==> config.mk <==
export PLATFORM = sky130hd
export DESIGN_NAME = param_loader
export DESIGN_NICKNAME = d
export VERILOG_FILES = /design/src/rtl/param_loader.sv
export SDC_FILE = /design/constraint.sdc
export NUM_CORES = 1
export LEC_CHECK = 0
export ABC_CLOCK_PERIOD_IN_PS = 5900
export CAP_MARGIN = 20
export CORE_MARGIN = 2
export CORE_UTILIZATION = 45
export CTS_CLUSTER_SIZE = 30
export DETAILED_ROUTE_END_ITERATION = 8
export HOLD_SLACK_MARGIN = 0.12
export PLACE_DENSITY = 0.69
export SLEW_MARGIN = 5
export SYNTH_ARGS = -nofsm -noshare
export SYNTH_HDL_FRONTEND = slang
export SYNTH_SLANG_ARGS = --single-unit
export TNS_END_PERCENT = 50
==> constraint.sdc <==
create_clock -name clk -period 5.9 [get_ports clk]
set_input_delay 1.18 -clock clk [delete_from_list [all_inputs] [get_ports clk]]
set_output_delay 1.18 -clock clk [all_outputs]
set_load 0.005 [all_outputs]
Figure 1. M1 wires (run 1).
Scale bar: 20 um. Supply wires on this layer in grey.
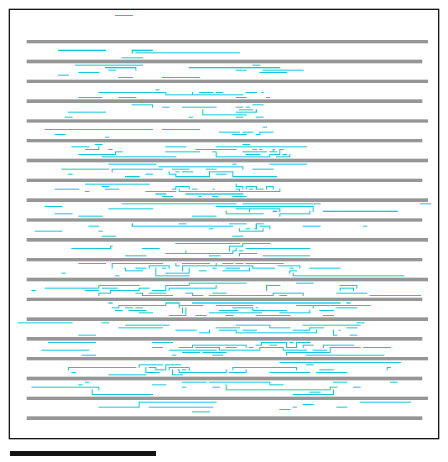
longest straight run = 20.2 um
nets with wire on the layer = 143
DRT Wirelength: 2430 um
vias: 957

Figure 2. Met2 routing (run 1).
Cells faint in the background.
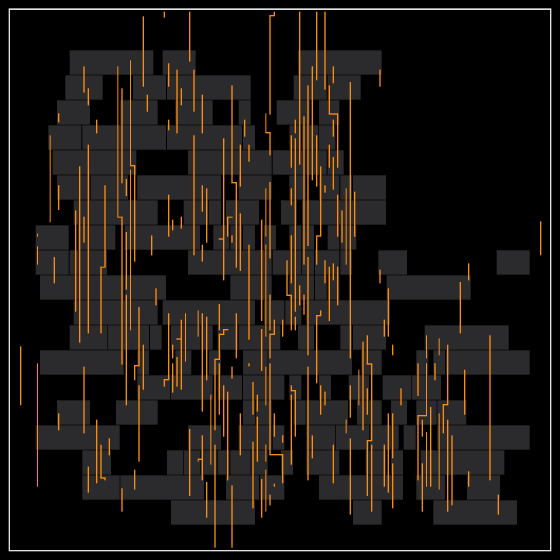
longest straight run = 29.9 um
share of all routed wire = 46%
GR Util met2: 0.249

Figure 3. Metal 3 (run 1).
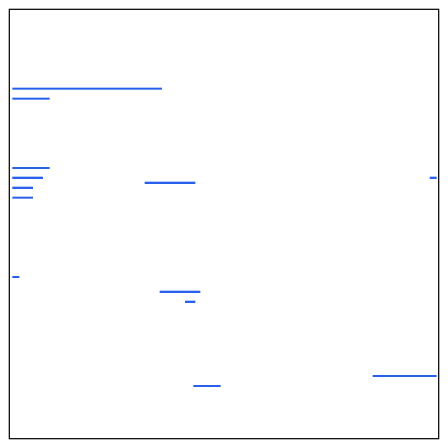
wire length on this layer = 65.3 um
longest straight run = 20.2 um
share of all routed wire = 2.7%
nets with wire on the layer = 10
main direction = horizontal
met3 track demand over resource in global routing: 0.0330

==> impl_metrics.toml, run 1 <==
# synthesis and place-and-route metrics
[sta]
postLayoutSetupSlackWorst_ps = 2970
period_needed_ps = 2930
finalHoldViolations = 0
unrepaired_setup_endpoints_after_global_routing = "false"

[synth]
synth.area.mux_share = 0.137

[clocking]
cts.repair.resized = 0

[placement]
dpl_cell_area_um2 = 1530
dp_cells = 170

[grt]
grt_most_used_layer = "met2"
grt.overflow.total = 0

[setup_path]
worst-r2r-setup-slack_ps = 3280
critical_path_cell_count = 3
critical_path_peak_fanout = 7
critical_path_class = "register to output port"

[power_and_ir_drop]
power.ir.vdd_worst_v = 0.000213
power.leakage_nw = 0.706

[floorplan]
placeableCoreArea_um2 = 2810
design.die.area_um2 = 3450
floorplan.die.width_um = 58.7
die_h_um = 58.7

[finish]
layout.cell_area.non_filler_um2 = 1580
finish.utilization = 0.562

[route]
vias_per_cell = 5.50

[flow_run]
openroad.warnings = 31
maxCapViolCount = 0

[outcome]
run_status = "completed"
-- run 1: power groups by stage --
stage | Clock, mW | Sequential (mW) | Combinational [mW]
5_1_grt | 0.0838 | 0.290 | 0.364
3_5_place_dp | 0 | 0.285 | 0.321
6_report | 0.0721 | 0.282 | 0.320
4_1_cts | 0.0759 | 0.281 | 0.322
3_3_place_gp | 0 | 0.281 | 0.311
2_1_floorplan | 0 | 0.270 | 0.253
-- run 1: metal layers --
metal,wire [um],up-vias,share of wire
met5,0,-,0
met4,55,0,0.023
met3,65,5,0.027
met2,1130,12,0.46
met1,1190,454,0.49
li1,-,486,-
-- run 1: area by class of cell --
cell class,count,share of cell area
flip-flops and latches,24,0.381
inverters,9,0.0214
well taps,31,0.0246
clock buffers,3,0.0143
multi-input cells,90,0.440
repair buffers,17,0.119
--- run 2 (diff from run 1) ---
--- a/config.mk
+++ b/config.mk
@@ -5,14 +5,14 @@
 export SDC_FILE = /design/constraint.sdc
 export NUM_CORES = 1
 export LEC_CHECK = 0
-export ABC_CLOCK_PERIOD_IN_PS = 5900
+export ABC_CLOCK_PERIOD_IN_PS = 2450
 export CAP_MARGIN = 20
 export CORE_MARGIN = 2
 export CORE_UTILIZATION = 45
 export CTS_CLUSTER_SIZE = 30
 export DETAILED_ROUTE_END_ITERATION = 8
 export HOLD_SLACK_MARGIN = 0.12
-export PLACE_DENSITY = 0.69
+export PLACE_DENSITY = 0.72
 export SLEW_MARGIN = 5
 export SYNTH_ARGS = -nofsm -noshare
 export SYNTH_HDL_FRONTEND = slang
==> constraint.sdc (replaced) <==
create_clock -name clk -period 2.45 [get_ports clk]
set_input_delay 0.49 -clock clk [delete_from_list [all_inputs] [get_ports clk]]
set_output_delay 0.49 -clock clk [all_outputs]
set_load 0.005 [all_outputs]
Figure 4. Congestion heat map (run 2).
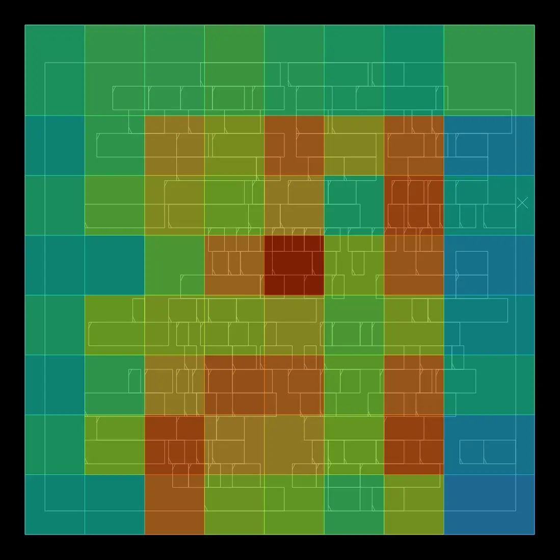
all-layer global routing usage: 0.165
Most Crowded Layer GR: met2

Figure 5. Met2 routing (run 2).
Cells faint in the background.
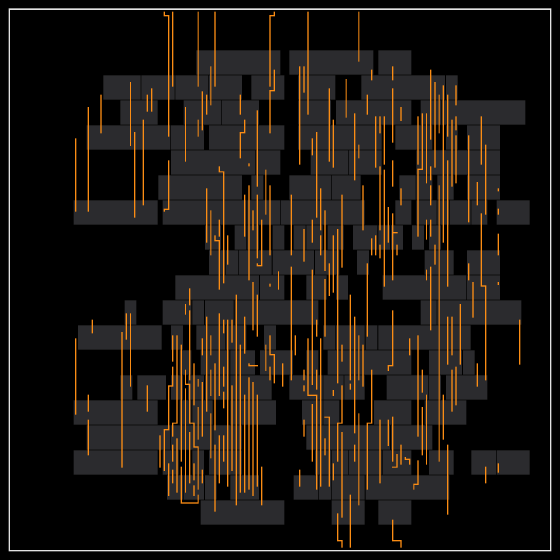
wire length on this layer = 1270 um
longest straight run = 29.9 um
GR Util met2: 0.281
DRT Wirelength: 2560 um
vias: 1019

==> run 2 against run 1 <==
The run now ends with design-rule violations left. Final area about the same. Non-clock buffer count increased by 1. First-iteration DRC count increased to 3.5 times the previous value. Worst setup slack lost 2800 ps. Utilization is essentially flat. Clock power grew to 2.9 times the previous value.
==> impl_metrics.toml, run 2 <==
# synthesis and place-and-route metrics
[outcome]
run_status = "complete, but fails checks"
violations = "design-rule violations"

[sta]
postLayoutSetupSlackWorst_ps = 196
finalHoldViolations = 0
period_needed_ps = 2250
unrepaired_setup_endpoints_after_global_routing = "false"

[route]
remaining_drc_errors = 1
highest_layer = "met4"
met2RoutedLength_um = 1270
wirelength_met1_um = 1160
detail_route.first_pass.iterations = 6
dr_wl_met3_um = 86
vias_per_cell = 5.79

[grt]
global_route.usage.met3 = 0.0330
grt.overflow.total = 0

[floorplan]
floorplan.die.width_um = 58.7
io_pins = 17
placeableCoreArea_um2 = 2810
design.die.area_um2 = 3450
die_h_um = 58.7

[power_and_ir_drop]
power_sequential_mw = 0.678
p_int_mw = 1.04
power.ir.vdd_worst_v = 0.000461
pwr.group.combinational_mw = 0.788
largestPowerGroup = "combinational logic"
powerClk_mw = 0.212

[finish]
layout.cell_area.non_filler_um2 = 1580
finish.utilization = 0.563

[setup_path]
critical_path_peak_fanout = 7
critical_path_cell_count = 6
worst-r2r-setup-slack_ps = 200
timing.critical_path.buf_inv = 1

[placement]
dp_hpwl_um = 1880
dpl_cell_area_um2 = 1540

[flow_run]
maxCapViolCount = 0

[synth]
yosys-top-cells-area = "sky130_fd_sc_hd__dfrtp_1 (45%), sky130_fd_sc_hd__ha_1 (7.4%), sky130_fd_sc_hd__mux2_2 (6.7%)"
## run 2: cell types whose count changed in the layout (fill, tap and decap cells not counted)
cell and change:
sky130_fd_sc_hd__buf_4 +2, sky130_fd_sc_hd__buf_16 -1, sky130_fd_sc_hd__clkbuf_8 +1
## run 2: cells by family after synthesis
logic type	after synthesis	share of synthesized area
adder cells (fa/ha/maj)	8	0.0742
XOR/XNOR	4	0.0260
flip-flops	24	0.445
AND/OR/NAND/NOR	40	0.147
multiplexers	15	0.137
buffers and inverters	12	0.0399
AND-OR/OR-AND	23	0.131
## run 2: final cells by class
cell class                      count  area, um^2  area share
Tap cell                           31        38.8      0.0246
Timing Repair Buffer               18         175       0.111
Inverter                            9        33.8      0.0214
Multi-Input combinational cell     90         694       0.440
Clock buffer                        4        36.3      0.0230
Sequential cell                    24         601       0.380
Power is estimated from default activity; no workload was simulated.
